$ cat src/rtl/vec_seq_pkg.sv
// Shared definitions for the vector instruction sequencer.
// Provides default geometry, flag bit positions, the FSM state encoding
// and the latched-instruction payload.
package vec_seq_pkg;

   localparam int unsigned DEF_LANES     = 5;
   localparam int unsigned DEF_MAX_BEATS = 8;
   localparam int unsigned DEF_BEAT_W    = 3;
   localparam int unsigned DEF_VLEN_W    = 6;

   // Bit positions inside the {N,Z,C,V} flag nibble
   localparam int unsigned FLAG_N = 3;
   localparam int unsigned FLAG_Z = 2;
   localparam int unsigned FLAG_C = 1;
   localparam int unsigned FLAG_V = 0;

   typedef enum logic [2:0] {
      ST_IDLE  = 3'd0,
      ST_READ  = 3'd1,
      ST_WRITE = 3'd2,
      ST_FIN   = 3'd3,
      ST_ERR   = 3'd4
   } seq_state_e;

   // Decoded instruction fields held for the duration of the operation
   typedef struct packed {
      logic [3:0] vd;
      logic [3:0] vn;
      logic [3:0] vm;
      logic [2:0] alu_ctrl;
      logic       wr_en;
   } vec_instr_t;

endpackage

$ cat src/rtl/vec_tail_mask.sv
// Remaining-element count to per-lane thermometer mask.
//   rem    : elements still to be written in this beat and later ones
//   mask_c : lane i enabled when rem > i; saturates to all ones
module vec_tail_mask #(
   parameter int unsigned LANES  = 5,
   parameter int unsigned VLEN_W = 6
) (
   input  logic [VLEN_W-1:0] rem,
   output logic [LANES-1:0]  mask_c
);

   always_comb begin
      mask_c = '0;
      for (int unsigned i = 0; i < LANES; i++) begin
         mask_c[i] = (32'(rem) > i);
      end
   end

endmodule

$ cat src/rtl/vec_seq_ctrl.sv
// Multi-cycle sequencer for vector instructions.
// Splits a vlen-element operation into LANES-wide beats, each a READ cycle
// followed by a WRITE cycle, drives the vector RF/ALU, builds the tail lane
// mask, accumulates flags and stalls the scalar pipeline while running.
//   clk, reset (async, active low)
//   start, vd, vn, vm, vlen, alu_ctrl, wr_en : instruction request
//   valu_flags                               : per-beat {N,Z,C,V} from the ALU
//   stall, busy, done, err, beat_idx         : status
//   vrf_ra1, vrf_ra2, vrf_wa3, vrf_we        : vector RF control
//   lane_mask, valu_ctrl, flags_out          : ALU/write control and result flags
// All outputs are registered; next values are computed from the next state.
module vec_seq_ctrl
   import vec_seq_pkg::*;
#(
   parameter int unsigned LANES     = DEF_LANES,
   parameter int unsigned MAX_BEATS = DEF_MAX_BEATS,
   parameter int unsigned BEAT_W    = DEF_BEAT_W,
   parameter int unsigned VLEN_W    = DEF_VLEN_W
) (
   input  logic              clk,
   input  logic              reset,
   input  logic              start,
   input  logic [3:0]        vd,
   input  logic [3:0]        vn,
   input  logic [3:0]        vm,
   input  logic [VLEN_W-1:0] vlen,
   input  logic [2:0]        alu_ctrl,
   input  logic              wr_en,
   input  logic [3:0]        valu_flags,
   output logic              stall,
   output logic              busy,
   output logic              done,
   output logic              err,
   output logic [BEAT_W-1:0] beat_idx,
   output logic [3:0]        vrf_ra1,
   output logic [3:0]        vrf_ra2,
   output logic [3:0]        vrf_wa3,
   output logic              vrf_we,
   output logic [LANES-1:0]  lane_mask,
   output logic [2:0]        valu_ctrl,
   output logic [3:0]        flags_out
);

   localparam int unsigned MAX_VLEN = LANES * MAX_BEATS;

   seq_state_e        state_q, state_d;
   logic [BEAT_W-1:0] beat_q, beat_d;
   vec_instr_t        instr_q, instr_d;
   logic [VLEN_W-1:0] vlen_q, vlen_d;
   logic              z_acc_q, z_acc_d;

   logic              stall_d, busy_d, done_d, err_d, vrf_we_d;
   logic [BEAT_W-1:0] beat_idx_d;
   logic [3:0]        vrf_ra1_d, vrf_ra2_d, vrf_wa3_d, flags_out_d;
   logic [LANES-1:0]  lane_mask_d;

   logic [VLEN_W-1:0] rem_q;
   logic [LANES-1:0]  tail_mask_c;
   logic              last_beat_c;

   // Elements left from the current beat onward; WRITE is always entered
   // from READ with beat/vlen unchanged, so the registered values suffice.
   assign rem_q       = vlen_q - VLEN_W'(LANES * beat_q);
   assign last_beat_c = (32'(rem_q) <= LANES);

   vec_tail_mask #(
      .LANES  (LANES),
      .VLEN_W (VLEN_W)
   ) u_tail_mask (
      .rem    (rem_q),
      .mask_c (tail_mask_c)
   );

   // Next state, counters, latches and next output values
   always_comb begin
      state_d     = state_q;
      beat_d      = beat_q;
      instr_d     = instr_q;
      vlen_d      = vlen_q;
      z_acc_d     = z_acc_q;
      flags_out_d = '0;

      unique case (state_q)
         ST_IDLE: begin
            if (start) begin
               instr_d.vd       = vd;
               instr_d.vn       = vn;
               instr_d.vm       = vm;
               instr_d.alu_ctrl = alu_ctrl;
               instr_d.wr_en    = wr_en;
               vlen_d           = vlen;
               beat_d           = '0;
               z_acc_d          = 1'b1;
               if ((vlen == '0) || (32'(vlen) > MAX_VLEN)) begin
                  state_d = ST_ERR;
               end else begin
                  state_d = ST_READ;
               end
            end
         end
         ST_READ: begin
            state_d = ST_WRITE;
         end
         ST_WRITE: begin
            // Z is sticky-AND across beats; N, C, V follow the last beat
            z_acc_d = z_acc_q & valu_flags[FLAG_Z];
            if (last_beat_c) begin
               state_d             = ST_FIN;
               flags_out_d[FLAG_N] = valu_flags[FLAG_N];
               flags_out_d[FLAG_Z] = z_acc_q & valu_flags[FLAG_Z];
               flags_out_d[FLAG_C] = valu_flags[FLAG_C];
               flags_out_d[FLAG_V] = valu_flags[FLAG_V];
            end else begin
               beat_d  = beat_q + BEAT_W'(1);
               state_d = ST_READ;
            end
         end
         ST_FIN:  state_d = ST_IDLE;
         ST_ERR:  state_d = ST_IDLE;
         default: state_d = ST_IDLE;
      endcase

      busy_d      = (state_d != ST_IDLE);
      stall_d     = busy_d;
      done_d      = 1'b0;
      err_d       = 1'b0;
      vrf_we_d    = 1'b0;
      beat_idx_d  = '0;
      vrf_ra1_d   = '0;
      vrf_ra2_d   = '0;
      vrf_wa3_d   = '0;
      lane_mask_d = '0;

      unique case (state_d)
         ST_READ: begin
            beat_idx_d = beat_d;
            vrf_ra1_d  = instr_d.vn + 4'(beat_d);
            vrf_ra2_d  = instr_d.vm + 4'(beat_d);
         end
         ST_WRITE: begin
            beat_idx_d  = beat_d;
            vrf_ra1_d   = instr_d.vn + 4'(beat_d);
            vrf_ra2_d   = instr_d.vm + 4'(beat_d);
            vrf_wa3_d   = instr_d.vd + 4'(beat_d);
            vrf_we_d    = instr_d.wr_en;
            lane_mask_d = tail_mask_c;
         end
         ST_FIN: begin
            done_d = 1'b1;
         end
         ST_ERR: begin
            done_d = 1'b1;
            err_d  = 1'b1;
         end
         default: ;
      endcase
   end

   // State, latches and registered outputs
   always_ff @(posedge clk or negedge reset) begin
      if (!reset) begin
         state_q   <= ST_IDLE;
         beat_q    <= '0;
         instr_q   <= '0;
         vlen_q    <= '0;
         z_acc_q   <= 1'b0;
         stall     <= 1'b0;
         busy      <= 1'b0;
         done      <= 1'b0;
         err       <= 1'b0;
         beat_idx  <= '0;
         vrf_ra1   <= '0;
         vrf_ra2   <= '0;
         vrf_wa3   <= '0;
         vrf_we    <= 1'b0;
         lane_mask <= '0;
         valu_ctrl <= '0;
         flags_out <= '0;
      end else begin
         state_q   <= state_d;
         beat_q    <= beat_d;
         instr_q   <= instr_d;
         vlen_q    <= vlen_d;
         z_acc_q   <= z_acc_d;
         stall     <= stall_d;
         busy      <= busy_d;
         done      <= done_d;
         err       <= err_d;
         beat_idx  <= beat_idx_d;
         vrf_ra1   <= vrf_ra1_d;
         vrf_ra2   <= vrf_ra2_d;
         vrf_wa3   <= vrf_wa3_d;
         vrf_we    <= vrf_we_d;
         lane_mask <= lane_mask_d;
         valu_ctrl <= instr_d.alu_ctrl;
         flags_out <= flags_out_d;
      end
   end

endmodule

$ cat config.mk
export PLATFORM = sky130hd
export DESIGN_NAME = vec_seq_ctrl
export DESIGN_NICKNAME = d
export VERILOG_FILES = /design/src/rtl/vec_seq_pkg.sv /design/src/rtl/vec_tail_mask.sv /design/src/rtl/vec_seq_ctrl.sv
export SDC_FILE = /design/constraint.sdc
export NUM_CORES = 1
export LEC_CHECK = 0
export ABC_AREA = 1
export ABC_CLOCK_PERIOD_IN_PS = 6200
export CAP_MARGIN = 20
export CORE_UTILIZATION = 43
export DETAILED_ROUTE_END_ITERATION = 7
export GPL_ROUTABILITY_DRIVEN = 0
export PLACE_DENSITY_LB_ADDON = 0.08
export SETUP_SLACK_MARGIN = 0.02
export SYNTH_ARGS = -nofsm -noshare
export SYNTH_HDL_FRONTEND = slang
export SYNTH_HIERARCHICAL = 1
export SYNTH_SLANG_ARGS = --single-unit
$ cat constraint.sdc
create_clock -name clk -period 6.2 [get_ports clk]
set_input_delay 1.24 -clock clk [delete_from_list [all_inputs] [get_ports clk]]
set_output_delay 1.24 -clock clk [all_outputs]
set_load 0.05 [all_outputs]
Figure 1. Cell sizes after repair.
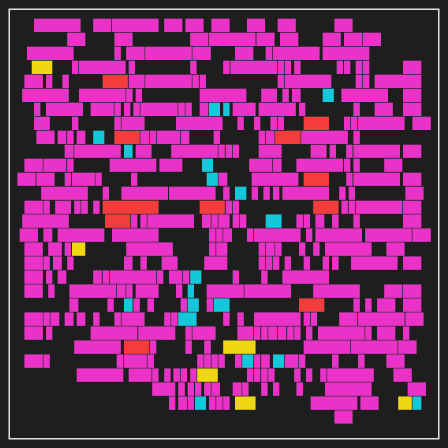
drive 3 to 4 -> yellow  # cells 6, share 1.5%
drive 1 or less -> magenta  # cells 354, share 91%
drive 6 and up -> red  # cells 11, share 2.8%
drive 2 -> cyan  # cells 19, share 4.9%
Area Growth Syn to Fin: 29.5%
Final Cell Area: 0.00367 mm2

==> summary.txt <==
YS chip area -> 0.00284 mm2
Slew Limit Headroom -> 52.2%
Avg WL per Cell -> 11.7 um
first-pass GRT wire length -> 9850 um
initial antenna violation count -> 0
CP endpoint -> vrf_ra1[3]
root buffer cell -> clkbuf_8
Synth area leader -> dfrtp_1
worst reg2reg endpoint -> vrf_ra1[3]
maximum vdd ir drop -> 0.282 mV
chip area -> 0.00693 mm2
grt total ovfl -> 0
Detailed Place HPWL -> 4010 um
Max Slew Vio Count -> 0
Crit. Startpoint -> beat_q[0]
Synth flops -> 57
Yosys Warn Count -> 6
pwr dens -> 578 mW/mm2
Tmin final -> 3.60 ns
top cells by count -> 87 x nand2_1, 57 x dfrtp_1, 50 x inv_1
CTS tree -> yes
sequential share of power -> 26.7%
leakage power -> 0.00192 uW
Mapped Cells -> 321
setup slack, reg-to-reg -> 2.60 ns
Int Power -> 1120 uW
initial drt markers -> 59
Row Count -> 29
Arrival @ worst endpoint -> 3.78 ns
FFs w/ async S/R, synth -> 100%
via density per instance -> 4.46
die span in y -> 83.2 um
Comb power frac -> 57.6%
NetSw -> 1000 uW
status -> finished, final reports clean
Required @ worst endpoint -> 6.38 ns
clock network power share -> 15.7%
Total GRT Usage -> 18.3%
Clock transition at path regs -> 0.06 ns
Figure 2. Placement by cell class.
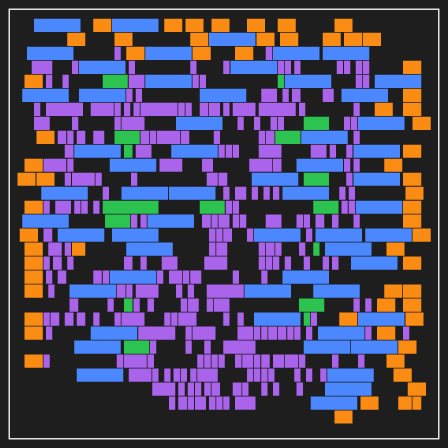
all other logic -> purple  # cells 255
clock drivers and dummy loads -> green  # cells 16
flip-flops -> blue  # cells 57
other buffers and delay cells -> orange  # cells 62

-- area by class of cell --
class	count	area [um2]	share of cell area, %
clock buffer	13	149	4.05
timing repair buffer	62	611	16.6
clock inverter	3	40.0	1.09
inverter	53	199	5.41
multi-input combinational	202	1150	31.4
tap	77	96.3	2.62
sequential	57	1430	38.8
-- cell usage in the layout, fill, tap and decap left out, types with 5 or more instances in the layout --
cell             count
nand2_1             87
clkdlybuf4s50_1     59
dfrtp_1             57
inv_1               50
nor2_1              33
ha_1                16
o21ai_0             14
nand3_1             10
clkbuf_8            10
nand2_2              6
a21oi_1              5
fa_1                 5
-- stage by stage --
step | area (um2) | cells | worst slack (ns)
2_1_floorplan | 2840 | 321 | 3.05
3_3_place_gp | 3490 | 451 | 2.61
3_5_place_dp | 3490 | 451 | 2.60
4_1_cts | 3670 | 467 | 2.57
5_1_grt | 3670 | 467 | 2.26
6_report | 3670 | 467 | 2.60
-- state kept, by name, summed over array words and instances, names as in the netlist, 3 cells and up --
| name | count |
|---|---|
| vrf_ra2 | 4 |
| lane_mask | 5 |
| vlen_q | 6 |
| vrf_wa3 | 4 |
| instr_q | 16 |
| flags_out | 4 |
| state_q | 3 |
| beat_idx | 3 |
| beat_q | 3 |
| vrf_ra1 | 4 |
-- kinds of logic (layout without fill, tap and decap cells) --
group	after synthesis	count (layout)	share of synthesized area, %
AOI/OAI and AO/OA	23	23	4.41
and+or+nand+nor	150	150	23.2
xor gates and xnor gates	8	8	2.47
DFF	57	57	50.3
buffers and inverters	62	131	9.08
adders and majority gates	21	21	10.6
-- worst min-delay path by stage --
| stage | startpoint | end | slack (ns) | depth (start not counted) |
|---|---|---|---|---|
| final | instr_q[0] | instr_q[0] | 0.48 | 2 |
| after global routing | instr_q[0] | instr_q[0] | 0.49 | 2 |
| after CTS | instr_q[0] | instr_q[0] | 0.48 | 2 |
| after detailed placement | instr_q[0] | instr_q[0] | 0.47 | 2 |
| after global placement | instr_q[0] | instr_q[0] | 0.46 | 2 |
| after floorplan | instr_q[0] | instr_q[0] | 0.44 | 2 |
-- critical path, cell delays in order, from the launching register on --
cell,delay (ns)
dfrtp_1,0.54
ha_1,0.21
inv_1,0.05
fa_1,0.44
ha_1,0.35
nand2_1,0.11
nor2_1,0.05
nor2_1,0.14
nand2_1,0.07
nand2_1,0.07
nand2_2,0.08
nand2_1,0.13
nand3_1,0.08
nand2_1,0.07
nand3_1,0.09
inv_1,0.18
ha_1,0.30
a21oi_1,0.15
o21ai_0,0.12
xnor2_1,0.17
nor2_1,0.06
-- metal layers --
layer | wire length, um | up-vias | share of wire (%) | track usage [%]
li1 | - | 1097 | - | -
met1 | 2720 | 926 | 50 | 25.0
met2 | 2410 | 55 | 44 | 27.8
met3 | 256 | 7 | 4.7 | 4.37
met4 | 77 | 0 | 1.4 | 7.99
met5 | 0 | - | 0 | 0
-- power groups by stage --
stage | logic [uW] | registers (uW) | clock network (uW)
after floorplan | 775 | 748 | 0
after global placement | 1220 | 572 | 0
after detailed placement | 1230 | 575 | 0
after CTS | 1240 | 568 | 342
after global routing | 1390 | 587 | 361
final | 1220 | 567 | 334
Power is estimated from default activity; no workload was simulated.
